Fig. 1: M1 wires
The bar under the picture is 20 um long. Supply wires on this layer in gray.
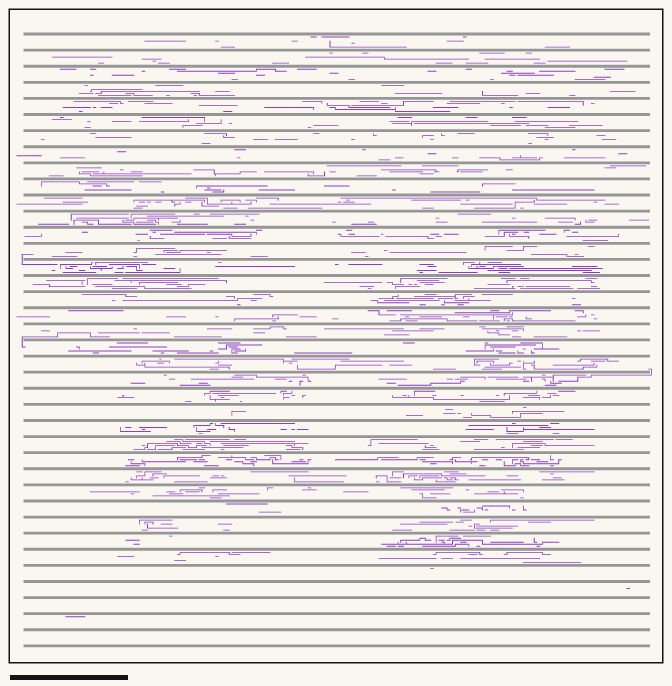
Fig. 2: the metal 2 layer
Cells faint in the background.
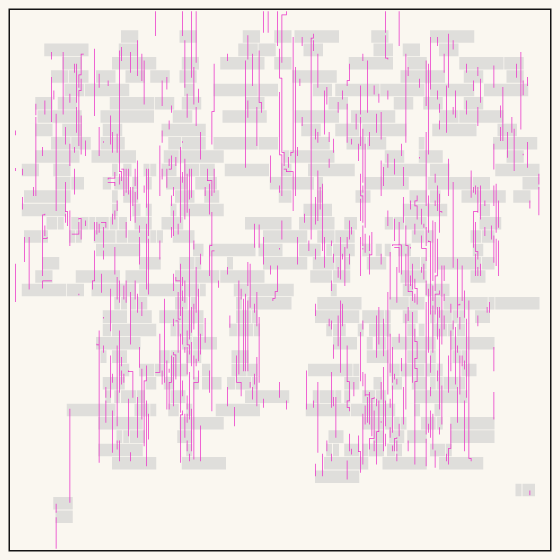
Fig. 3: metal 3
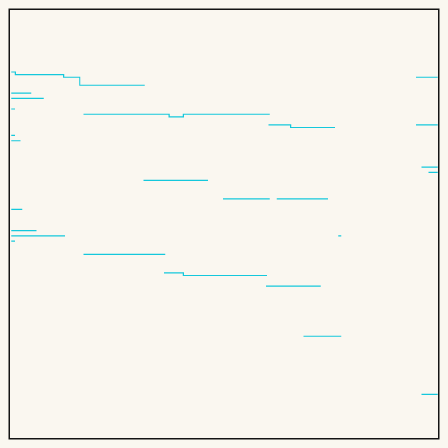
Fig. 4: placed cells, one color a class
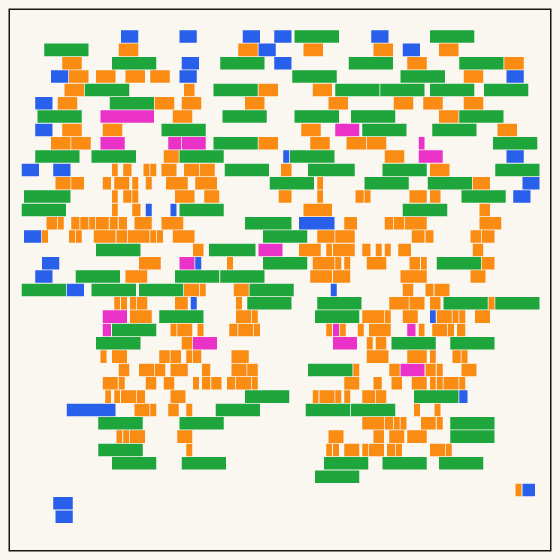
<file path="src/rtl/useq_uart_bridge_if.sv">
// Byte-wide handshake between the UART bridge and the useq host/outbound FIFOs.
// master = bridge side, slave = FIFO side.
interface useq_uart_bridge_if;
    logic [7:0] fifo_in;
    logic       write_fifo;
    logic       fifo_full;
    logic [7:0] fifo_out;
    logic       read_fifo;
    logic       fifo_empty;

    modport master (
        output fifo_in,
        output write_fifo,
        output read_fifo,
        input  fifo_full,
        input  fifo_out,
        input  fifo_empty
    );

    modport slave (
        input  fifo_in,
        input  write_fifo,
        input  read_fifo,
        output fifo_full,
        output fifo_out,
        output fifo_empty
    );
endinterface

</file>
<file path="src/rtl/useq_uart_bridge.sv">
// 8N1 UART <-> useq FIFO bridge with a 1-entry RX holding register.
// Define USEQ_BRIDGE_OVERRUN_EN to enable the sticky rx_overrun flag.
module useq_uart_bridge #(
    parameter int unsigned CLKS_PER_BIT = 234
) (
    input  logic               clk,
    input  logic               rst_n,
    input  logic               uart_rx,
    output logic               uart_tx,
    output logic               tx_busy,
    output logic               rx_overrun,
    useq_uart_bridge_if.master fifo
);
    localparam int unsigned CNT_W = 16;
    localparam logic [CNT_W-1:0] BIT_LAST  = CNT_W'(CLKS_PER_BIT - 1);
    localparam logic [CNT_W-1:0] HALF_LAST = CNT_W'(CLKS_PER_BIT / 2 - 1);

    typedef enum logic [1:0] {ST_IDLE, ST_START, ST_DATA, ST_STOP} state_t;

    // RX synchronizer; rx_prev gives the falling-edge reference
    logic rx_meta, rx_sync, rx_prev;
    always_ff @(posedge clk or negedge rst_n) begin
        if (!rst_n) begin
            rx_meta <= 1'b1;
            rx_sync <= 1'b1;
            rx_prev <= 1'b1;
        end else begin
            rx_meta <= uart_rx;
            rx_sync <= rx_meta;
            rx_prev <= rx_sync;
        end
    end

    state_t           rx_state;
    logic [CNT_W-1:0] rx_cnt;
    logic [2:0]       rx_bit;
    logic [7:0]       rx_shift;
    logic             rx_stop_ok_c;

    assign rx_stop_ok_c = (rx_state == ST_STOP) && (rx_cnt == BIT_LAST) && rx_sync;

    always_ff @(posedge clk or negedge rst_n) begin
        if (!rst_n) begin
            rx_state <= ST_IDLE;
            rx_cnt   <= '0;
            rx_bit   <= '0;
            rx_shift <= '0;
        end else begin
            case (rx_state)
                ST_IDLE: begin
                    rx_cnt <= '0;
                    if (rx_prev && !rx_sync) rx_state <= ST_START;
                end
                ST_START: begin
                    if (rx_cnt == HALF_LAST) begin
                        rx_cnt   <= '0;
                        rx_bit   <= '0;
                        rx_state <= rx_sync ? ST_IDLE : ST_DATA;
                    end else begin
                        rx_cnt <= rx_cnt + CNT_W'(1);
                    end
                end
                ST_DATA: begin
                    if (rx_cnt == BIT_LAST) begin
                        rx_cnt   <= '0;
                        rx_shift <= {rx_sync, rx_shift[7:1]};
                        rx_bit   <= rx_bit + 3'd1;
                        if (rx_bit == 3'd7) rx_state <= ST_STOP;
                    end else begin
                        rx_cnt <= rx_cnt + CNT_W'(1);
                    end
                end
                ST_STOP: begin
                    if (rx_cnt == BIT_LAST) begin
                        rx_cnt   <= '0;
                        rx_state <= ST_IDLE;
                    end else begin
                        rx_cnt <= rx_cnt + CNT_W'(1);
                    end
                end
                default: rx_state <= ST_IDLE;
            endcase
        end
    end

    // Holding register; a byte finishing while the slot is occupied is dropped
    logic       hold_valid;
    logic [7:0] hold_byte;
    logic [7:0] fifo_in_q;
    logic       write_q;
    always_ff @(posedge clk or negedge rst_n) begin
        if (!rst_n) begin
            hold_valid <= 1'b0;
            hold_byte  <= '0;
            fifo_in_q  <= '0;
            write_q    <= 1'b0;
        end else begin
            write_q <= 1'b0;
            if (hold_valid && !fifo.fifo_full) begin
                write_q    <= 1'b1;
                fifo_in_q  <= hold_byte;
                hold_valid <= 1'b0;
            end
            if (rx_stop_ok_c && !hold_valid) begin
                hold_byte  <= rx_shift;
                hold_valid <= 1'b1;
            end
        end
    end

`ifdef USEQ_BRIDGE_OVERRUN_EN
    logic overrun_q;
    always_ff @(posedge clk or negedge rst_n) begin
        if (!rst_n) overrun_q <= 1'b0;
        else if (rx_stop_ok_c && hold_valid) overrun_q <= 1'b1;
    end
    assign rx_overrun = overrun_q;
`else
    assign rx_overrun = 1'b0;
`endif

    state_t           tx_state;
    logic [CNT_W-1:0] tx_cnt;
    logic [2:0]       tx_bit;
    logic [7:0]       tx_shift;
    logic             tx_q;
    logic             busy_q;
    logic             read_q;

    // TX: pop and load in IDLE, then START/DATA/STOP each CLKS_PER_BIT long
    always_ff @(posedge clk or negedge rst_n) begin
        if (!rst_n) begin
            tx_state <= ST_IDLE;
            tx_cnt   <= '0;
            tx_bit   <= '0;
            tx_shift <= '0;
            tx_q     <= 1'b1;
            busy_q   <= 1'b0;
            read_q   <= 1'b0;
        end else begin
            read_q <= 1'b0;
            case (tx_state)
                ST_IDLE: begin
                    tx_cnt <= '0;
                    if (!fifo.fifo_empty) begin
                        read_q   <= 1'b1;
                        tx_shift <= fifo.fifo_out;
                        tx_q     <= 1'b0;
                        busy_q   <= 1'b1;
                        tx_state <= ST_START;
                    end
                end
                ST_START: begin
                    if (tx_cnt == BIT_LAST) begin
                        tx_cnt   <= '0;
                        tx_bit   <= '0;
                        tx_q     <= tx_shift[0];
                        tx_shift <= {1'b0, tx_shift[7:1]};
                        tx_state <= ST_DATA;
                    end else begin
                        tx_cnt <= tx_cnt + CNT_W'(1);
                    end
                end
                ST_DATA: begin
                    if (tx_cnt == BIT_LAST) begin
                        tx_cnt <= '0;
                        tx_bit <= tx_bit + 3'd1;
                        if (tx_bit == 3'd7) begin
                            tx_q     <= 1'b1;
                            tx_state <= ST_STOP;
                        end else begin
                            tx_q     <= tx_shift[0];
                            tx_shift <= {1'b0, tx_shift[7:1]};
                        end
                    end else begin
                        tx_cnt <= tx_cnt + CNT_W'(1);
                    end
                end
                ST_STOP: begin
                    if (tx_cnt == BIT_LAST) begin
                        tx_cnt   <= '0;
                        busy_q   <= 1'b0;
                        tx_state <= ST_IDLE;
                    end else begin
                        tx_cnt <= tx_cnt + CNT_W'(1);
                    end
                end
                default: tx_state <= ST_IDLE;
            endcase
        end
    end

    assign uart_tx         = tx_q;
    assign tx_busy         = busy_q;
    assign fifo.fifo_in    = fifo_in_q;
    assign fifo.write_fifo = write_q;
    assign fifo.read_fifo  = read_q;
endmodule

</file>
<file path="src/flat_wrapper.sv">
// flat-port wrapper written by rule: the top's interface ports become plain ports
module useq_uart_bridge_flat 
#(
    parameter int unsigned CLKS_PER_BIT = 234
)
  (clk, rst_n, uart_rx, uart_tx, tx_busy, rx_overrun, fifo_fifo_in, fifo_write_fifo, fifo_read_fifo, fifo_fifo_full, fifo_fifo_out, fifo_fifo_empty);
  useq_uart_bridge_if fifo_i ();
  input  logic clk;
  input  logic rst_n;
  input  logic uart_rx;
  output logic uart_tx;
  output logic tx_busy;
  output logic rx_overrun;
  output wire logic [$bits(fifo_i.fifo_in)-1:0] fifo_fifo_in;
  output wire logic [$bits(fifo_i.write_fifo)-1:0] fifo_write_fifo;
  output wire logic [$bits(fifo_i.read_fifo)-1:0] fifo_read_fifo;
  input wire logic [$bits(fifo_i.fifo_full)-1:0] fifo_fifo_full;
  input wire logic [$bits(fifo_i.fifo_out)-1:0] fifo_fifo_out;
  input wire logic [$bits(fifo_i.fifo_empty)-1:0] fifo_fifo_empty;
  assign fifo_fifo_in = fifo_i.fifo_in;
  assign fifo_write_fifo = fifo_i.write_fifo;
  assign fifo_read_fifo = fifo_i.read_fifo;
  assign fifo_i.fifo_full = fifo_fifo_full;
  assign fifo_i.fifo_out = fifo_fifo_out;
  assign fifo_i.fifo_empty = fifo_fifo_empty;
  useq_uart_bridge #(.CLKS_PER_BIT(CLKS_PER_BIT)) u_core (.clk(clk), .rst_n(rst_n), .uart_rx(uart_rx), .uart_tx(uart_tx), .tx_busy(tx_busy), .rx_overrun(rx_overrun), .fifo(fifo_i));
endmodule
</file>
<file path="config.mk">
export PLATFORM = sky130hd
export DESIGN_NAME = useq_uart_bridge_flat
export DESIGN_NICKNAME = d
export VERILOG_FILES = /design/src/rtl/useq_uart_bridge_if.sv /design/src/rtl/useq_uart_bridge.sv /design/src/flat_wrapper.sv
export SDC_FILE = /design/constraint.sdc
export NUM_CORES = 1
export LEC_CHECK = 0
export CAP_MARGIN = 20
export CORE_MARGIN = 2
export CORE_UTILIZATION = 35
export CTS_BUF_LIST = sky130_fd_sc_hd__clkbuf_8
export DETAILED_ROUTE_END_ITERATION = 12
export GPL_TIMING_DRIVEN = 0
export PLACE_DENSITY = 0.51
export SLEW_MARGIN = 25
export SYNTH_ARGS = -nofsm -noshare
export SYNTH_HDL_FRONTEND = slang
export SYNTH_SLANG_ARGS = --single-unit
</file>
<file path="constraint.sdc">
create_clock -name clk -period 2.7 [get_ports clk]
set_clock_uncertainty 0.1 [all_clocks]
set_input_delay 0.27 -clock clk [delete_from_list [all_inputs] [get_ports clk]]
set_output_delay 0.27 -clock clk [all_outputs]
set_load 0.05 [all_outputs]
</file>
==> flow_summary.yaml <==
# physical design summary
critical_path:
  cp_top_family: "AND-OR/OR-AND gates"
  crit_start: "u_core.rx_cnt[13]"
  max_stage_delay_ns: 0.63
  critPathKind: "reg2reg"
  crit_path_top_delay_cell: "o41ai_1"
  required_ns: 2.84
grt:
  grt_util_met1_pct: 16.8
  grt_max_degree: 54
  grt-ovfl-total: 0
  antenna_found_initial: 0
synth:
  synth.most_common_cell: "dfrtp_1"
  yosysWarnings: 0
  flop_cell: "dfrtp_1"
  syn_area_per_cell_um2: 11.5
  netlist.area_leader.share_pct: 49.5
  synth_chip_area_um2: 3940
status:
  status: "complete, no violations"
clock_network:
  htree_num_levels: 3
  clock_sinks: 82
  numCtsBuffers: 9
  cts_tree: "done"
power:
  pwr-share-comb_pct: 16.2
  combinationalPower_w: 0.000412
  p_switching_w: 0.000708
  p_int_w: 0.00184
  power_leader: "registers"
finish:
  syn_to_final_growth_pct: 17.0
  final-clk-cell-share_pct: 4.07
  fin_nets: 413
  comb_cells: 239
  top_regs: "u_core.rx_cnt: 16 flops, u_core.tx_cnt: 16 flops"
  num-nonclk-buffers: 36
  seq_area_um2: 2060
  fin_util_pct: 42.2
floorplanning:
  die_w_um: 110
  core_um2: 10900
  ios: 26
detailed_routing:
  drc: 0
  wl_per_cell_um: 13.1
placed_design:
  portBuffers: 24
timing:
  fmax_ghz: 0.394
  setup_slack_ns: 0.163
-- Fig. 1 (at the start) --
share of all routed wire: 49%
main direction: horizontal
nets with wire on the layer: 369
longest straight run: 33.1 um
wire length on this layer: 3390 um

-- Fig. 2 (at the start) --
share of all routed wire: 46%
longest straight run: 41.0 um
Vias: 2565
met2 GRT Util: 19.5%
final WL: 6.91 mm

-- Fig. 3 (at the start) --
wire length on this layer: 276 um
nets with wire on the layer: 18
longest straight run: 22.1 um
met3 usage: 5.23%

-- Fig. 4 (at the start) --
| color | class | cells |
|---|---|---|
| green | flops | 82 |
| blue | other buffers and delay cells | 36 |
| orange | combinational and other logic | 253 |
| magenta | clock drivers and dummy loads | 16 |

Power is estimated from default activity; no workload was simulated.
